Fig. 1: run 1, cell sizes after repair
The bar under the picture is 50 µm long.
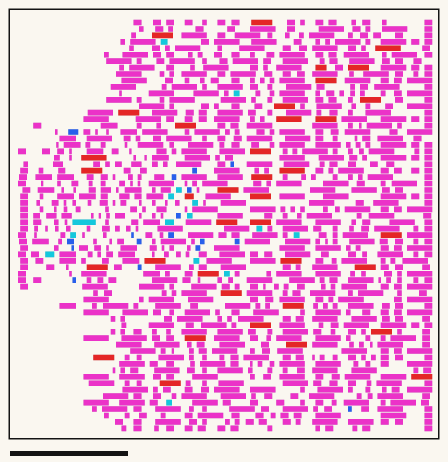
Fig. 2: run 1, where the registers sit
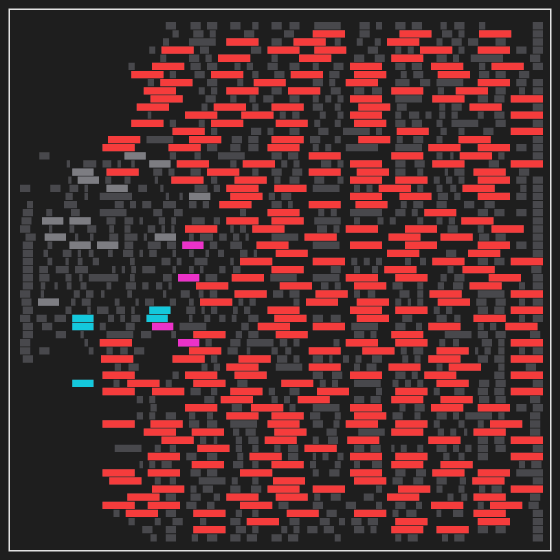
Fig. 3: run 1, metal 4
Supply wires on this layer in gray.
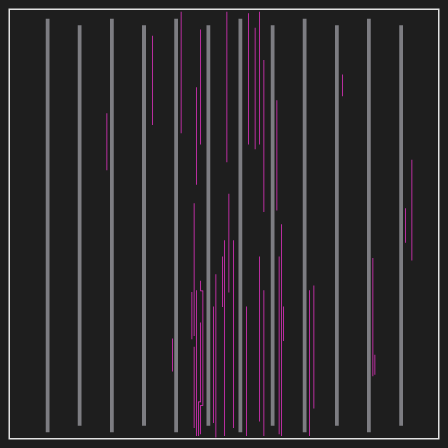
==> config.mk <==
export PLATFORM = sky130hd
export DESIGN_NAME = rom_ctrl_exp_digest_loader
export DESIGN_NICKNAME = d
export VERILOG_FILES = /design/src/rtl/rom_ctrl_pkg.sv /design/src/rtl/prim_count.sv /design/src/rtl/prim_sparse_fsm_flop.sv /design/src/rtl/rom_ctrl_exp_digest_loader.sv
export SDC_FILE = /design/constraint.sdc
export NUM_CORES = 1
export LEC_CHECK = 0
export CELL_PAD_IN_SITES_DETAIL_PLACEMENT = 2
export CELL_PAD_IN_SITES_GLOBAL_PLACEMENT = 2
export CORE_MARGIN = 2
export CORE_UTILIZATION = 35
export DETAILED_ROUTE_END_ITERATION = 8
export PLACE_DENSITY = 0.91
export SKIP_LAST_GASP = 1
export SYNTH_ARGS = -nofsm -noshare
export SYNTH_HDL_FRONTEND = slang
export SYNTH_SLANG_ARGS = --single-unit
==> constraint.sdc <==
create_clock -name clk_i -period 4.97 [get_ports clk_i]
set_input_delay 0.497 -clock clk_i [delete_from_list [all_inputs] [get_ports clk_i]]
set_output_delay 0.497 -clock clk_i [all_outputs]
set_load 0.05 [all_outputs]
==> flow_summary_export.csv, run 1 <==
group,metric,value,unit
synth,netlist_area,10930,µm²
run_status,outcome,"finished clean",
synth,synth_top_cell_by_area,"edfxtp_1",
synth,yosys_warnings,0,
synth,syn_avg_cell_area,14.81,µm²
critical_path,path_class,"reg -> out",
cells_and_area,layout-drive-gt1-share,6.553,%
critical_path,worst-r2r-cell-count,4,
critical_path,start_kind,"register",
timing,worstMarginPinSlew,1224,ps
job,max_cap_viol_count,0,
timing,clock_skew,40.06,ps
clock_network,cts.sink_count,278,
floorplanning,die_width,180.7,µm
grt,antenna_found_initial,0,
synth,syn_inst,738,
job,openroad.warnings,35,
clock_network,htreeDepth,1,
synth,synth_seq_share,74.36,%
floorplanning,row_count,64,
timing,final_hold_viol_count,0,
synth,yosys_cells,738,
floorplanning,coreArea,30670,µm²
clock_network,hold_buffers,0,
timing,rsz0062_at_grt,"false",
hold_path,hp-class,"reg -> reg",
About Fig. 1:
| size | color | cells | share |
|---|---|---|---|
| x2 | blue | 17 | 1.6% |
| x1 and smaller | magenta | 984 | 93% |
| x3 and x4 | cyan | 15 | 1.4% |
| x6 and larger | red | 37 | 3.5% |
Final WS setup: 1426 ps
count of plain and timing-repair buffers: 317
post-route cell area: 15,350 µm²
Area growth syn-to-layout: 40.46%

About Fig. 2:
| netlist name | color | flops |
|---|---|---|
| digest_q | red | 256 |
| u_state_regs.state_o | cyan | 5 |
| u_rsp_cnt.cnt_o | magenta | 4 |
Final Util: 50.06%
FF+latch area: 8128 µm²
total sequential power: 0.00270 W
Seq area share: 52.94%

About Fig. 3:
nets with wire on the layer: 31
main direction: vertical
via count: 7,901
total wire length: 46,940 µm

-- run 1: final cells by class --
type | count | area (µm²)
tap | 396 | 495.5
timing repair buffer | 317 | 3151
fill | 2800 | 15320
multi-input combinational | 387 | 2511
antenna | 1 | 2.502
clock inverter | 17 | 193.9
sequential | 278 | 8128
inverter | 15 | 56.30
clock buffer | 39 | 815.8
-- run 1: stage by stage --
stage               hold WS (ps)  cell area (µm²)  power (W)  worst slack, ps  std cells
global placement           501.6            14340   0.003386             1474       1393
global route               571.8            15350   0.005891             1256       1449
CTS                        548.3            15350   0.005786             1410       1449
detailed placement         519.5            14340   0.003423             1201       1393
finish                     539.0            15350   0.005756             1426       1450
floorplan                  480.8            10930   0.003125             1292        738
-- run 1: power by group --
group          leakage (nW)  total [W]  switching [W]  internal, W
Sequential             2.82    0.00270      0.0000644      0.00264
Clock                 0.488    0.00237        0.00101      0.00137
Combinational          2.88   0.000683       0.000480     0.000202
Total                  6.18    0.00576        0.00155      0.00421
-- run 1: placed cells by master, fill, tap and decap left out, types with 2 or more instances in the layout --
master	Yosys	layout
a21oi_1	6	6
and2_1	97	97
and3_1	165	163
and3b_1	2	2
buf_4	9	9
bufinv_16	0	4
clkbuf_1	45	7
clkbuf_16	0	31
clkdlybuf4s50_1	0	308
clkinv_1	0	5
clkinv_2	0	4
clkinvlp_4	0	2
dfxtp_1	22	22
edfxtp_1	256	256
ha_1	11	11
inv_1	14	13
inv_2	1	2
nand2_1	27	19
nand2_2	0	8
nand2b_1	2	2
nand3_1	12	12
nand4_1	2	2
nor2_1	9	9
nor3_1	6	6
nor4_1	5	5
o211ai_1	2	2
o21ai_0	4	4
xnor2_1	11	11
xor2_1	7	7
-- run 1: critical path, stage by stage, from the launching register on --
cell and delay (ps):
dfxtp_1 600, inv_1 200, ha_1 330, o21a_1 110, o311a_1 290, o2111ai_1 110
clkdlybuf4s50_1 860
-- run 1: cell families after synthesis --
logic type	count (synthesis)	synth area share, %
AND/OR/NAND/NOR	335	18.57
flip-flops	278	74.36
XOR/XNOR	18	1.442
AND-OR/OR-AND	23	1.465
buffers and inverters	73	2.907
adder cells (fa/ha/maj)	11	1.259
-- run 1: synth_stat cells, drive strengths merged, types with 2 or more instances --
library cell and n:
a21oi 6, and2 97, and3 165, and3b 2, buf 13, clkbuf 45
dfxtp 22, edfxtp 256, ha 11, inv 15, nand2 27, nand2b 2
nand3 12, nand4 2, nand4bb 2, nor2 9, nor3 6, nor4 6
o211ai 2, o21ai 4, xnor2 11, xor2 7
-- run 1: routing by layer --
layer / track usage [%] / up-vias / share of wire [%]
met5: 0 / - / 0
met3: 5.906 / 78 / 6.9
met4: 9.742 / 0 / 3.8
met2: 48.90 / 418 / 51
li1: - / 3277 / -
met1: 33.89 / 4128 / 39
==> run 1 -> run 2 <==
--- a/config.mk
+++ b/config.mk
@@ -8,9 +8,9 @@
 export CELL_PAD_IN_SITES_DETAIL_PLACEMENT = 2
 export CELL_PAD_IN_SITES_GLOBAL_PLACEMENT = 2
 export CORE_MARGIN = 2
-export CORE_UTILIZATION = 35
+export CORE_UTILIZATION = 32
 export DETAILED_ROUTE_END_ITERATION = 8
-export PLACE_DENSITY = 0.91
+export PLACE_DENSITY = 0.84
 export SKIP_LAST_GASP = 1
 export SYNTH_ARGS = -nofsm -noshare
 export SYNTH_HDL_FRONTEND = slang
==> constraint.sdc (replaced) <==
create_clock -name clk_i -period 3.7 [get_ports clk_i]
set_input_delay 0.37 -clock clk_i [delete_from_list [all_inputs] [get_ports clk_i]]
set_output_delay 0.37 -clock clk_i [all_outputs]
set_load 0.05 [all_outputs]
Fig. 4: run 2, clock routing
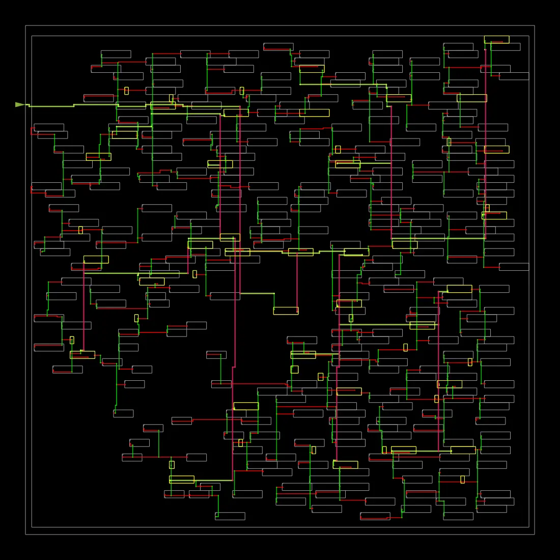
Worst-Skew Late Latency: 580 ps
clock sinks: 278
CTS Buf Count: 31

Fig. 5: run 2, routed clock nets over the placement
The bar under the picture is 50 µm long.
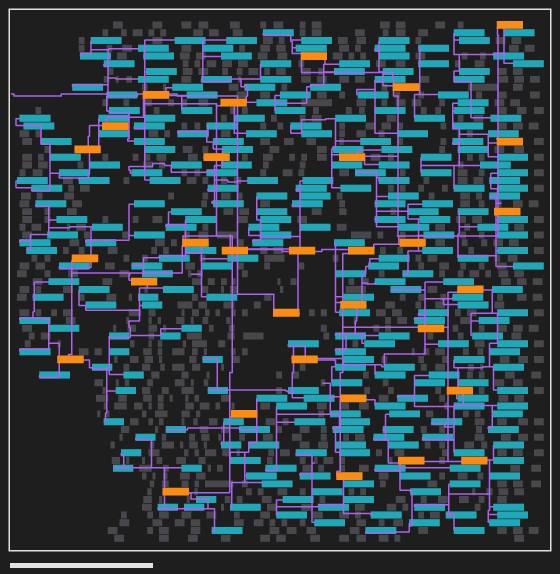
[clock-net drivers] orange | count: 31
[flip-flops] cyan | count: 278
[clock wires] purple | length: 3,790 µm
flops lie: all over the die
routed clock nets: 32
P_clk: 0.00293 W
Clk pwr share: 39.3%
Final Skew: 24.79 ps

Fig. 6: run 2, cell sizes after repair
The bar under the picture is 50 µm long.
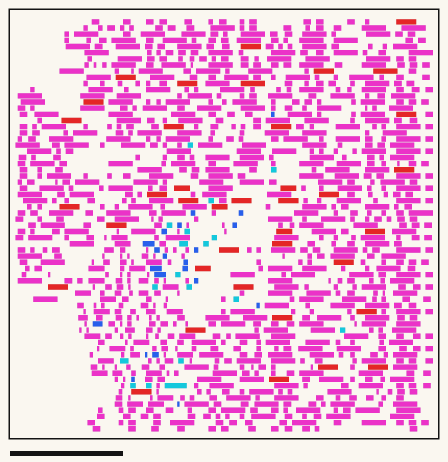
| size | color | cells | share |
|---|---|---|---|
| x3 and x4 | cyan | 18 | 1.7% |
| x2 | blue | 21 | 2.0% |
| x1 and smaller | magenta | 983 | 93% |
| x6 and larger | red | 38 | 3.6% |
Final WS setup: 643.5 ps
Area growth syn-to-layout: 41.50%
count of plain and timing-repair buffers: 325

==> flow_summary_export.csv, run 2 <==
group,metric,value,unit
run_status,outcome,"finished clean",
critical_path,path_class,"reg -> out",
hold_path,hp-class,"reg -> reg",
synth,synth_seq_share,74.36,%
pwr,pwr-share-seq,48.4,%
critical_path,worst-r2r-cell-count,5,
floorplanning,row_count,67,
synth,synthAoiAreaFrac,1.465,%
synth,ys_top_logic_family,"simple AND/OR/NAND/NOR gates",
synth,synthTopCellsByCount,"edfxtp_1 (256), and3_1 (165), and2_1 (97), clkbuf_1 (45), nand2_1 (27)",
grt,antenna_found_initial,1,
routing,wl_met3,2299,µm
critical_path,start_kind,"register",
synth,mux_area_share,0,%
job,openroad.warnings,30,
synth,yosys_cells,738,
timing,rsz0062_at_grt,"false",
pwr,switching_share,26.35,%
synth,yosysMostFrequentCell,"edfxtp_1",
timing,whs,524.0,ps
synth,simple_gate_area_share,18.57,%
pwr,combPwrFrac,12.3,%
cells_and_area,layout-drive-gt1-share,7.264,%
cells_and_area,diodes,0,
routing,totalWireLength,39490,µm
synth,yosys_warnings,0,
pwr,p_int,0.005497,W
timing,final_hold_viol_count,0,
floorplanning,die_width,188.8,µm
job,max_cap_viol_count,0,
synth,synth_top_cell_by_area,"edfxtp_1",
cells_and_area,final_cell_mix,"clkdlybuf4s50_1 (307), edfxtp_1 (256), and3_1 (161), and2_1 (97), clkbuf_16 (31)",
synth,synthAdderAreaFrac,1.259,%
cells_and_area,nFillCells,3169,
synth,syn_inst,738,
clock_network,htreeDepth,1,
floorplanning,coreArea,33620,µm²
synth,synth-xor-area-share,1.442,%
routing,met1_length,15590,µm
## run 2: logic make-up after synthesis
| kind of cell | count (synthesis) |
|---|---|
| buffers and inverters | 73 |
| and+or+nand+nor | 335 |
| DFF | 278 |
| adders and majority gates | 11 |
| xor gates and xnor gates | 18 |
| AOI/OAI and AO/OA | 23 |
## run 2: power by group through the flow
stage / registers, W / clock network (W) / logic, W
6_report: 0.00361 / 0.00293 / 0.000921
2_1_floorplan: 0.00401 / 0 / 0.000184
4_1_cts: 0.00361 / 0.00299 / 0.000933
3_5_place_dp: 0.00368 / 0 / 0.000929
3_3_place_gp: 0.00366 / 0 / 0.000905
5_1_grt: 0.00362 / 0.00310 / 0.000963
## run 2: worst max-delay path, cell delays in order (launching register included)
cell and delay [ps]:
dfxtp_1 360, nand4bb_4 270, nor3_1 490, and2_1 210, clkdlybuf4s50_1 800
## run 2: layer usage
| layer | vias to the layer above | track usage, % |
|---|---|---|
| met2 | 257 | 39.78 |
| met1 | 3819 | 25.54 |
| li1 | 3302 | - |
| met3 | 62 | 4.749 |
| met4 | 0 | 7.242 |
| met5 | - | 0 |
## run 2: layout make-up
class / instances / area [µm²] / area share (%)
Timing Repair Buffer: 325 / 3258 / 21.07
Clock buffer: 41 / 813.3 / 5.258
Inverter: 15 / 56.30 / 0.3640
Multi-Input combinational cell: 387 / 2521 / 16.30
Clock inverter: 14 / 128.9 / 0.8333
Tap cell: 448 / 560.5 / 3.624
Sequential cell: 278 / 8128 / 52.55
## run 2: stage by stage
stage	power [W]	cell area, µm²	utilization, %	instances
global route	0.007684	15470	46.01	1508
CTS	0.007536	15470	46.01	1508
detailed placement	0.004605	14520	43.21	1453
floorplan	0.004198	10930	-	738
global placement	0.004569	14520	43.21	1453
finish	0.007464	15470	46.01	1508
Power and IR drop assume default switching activity.
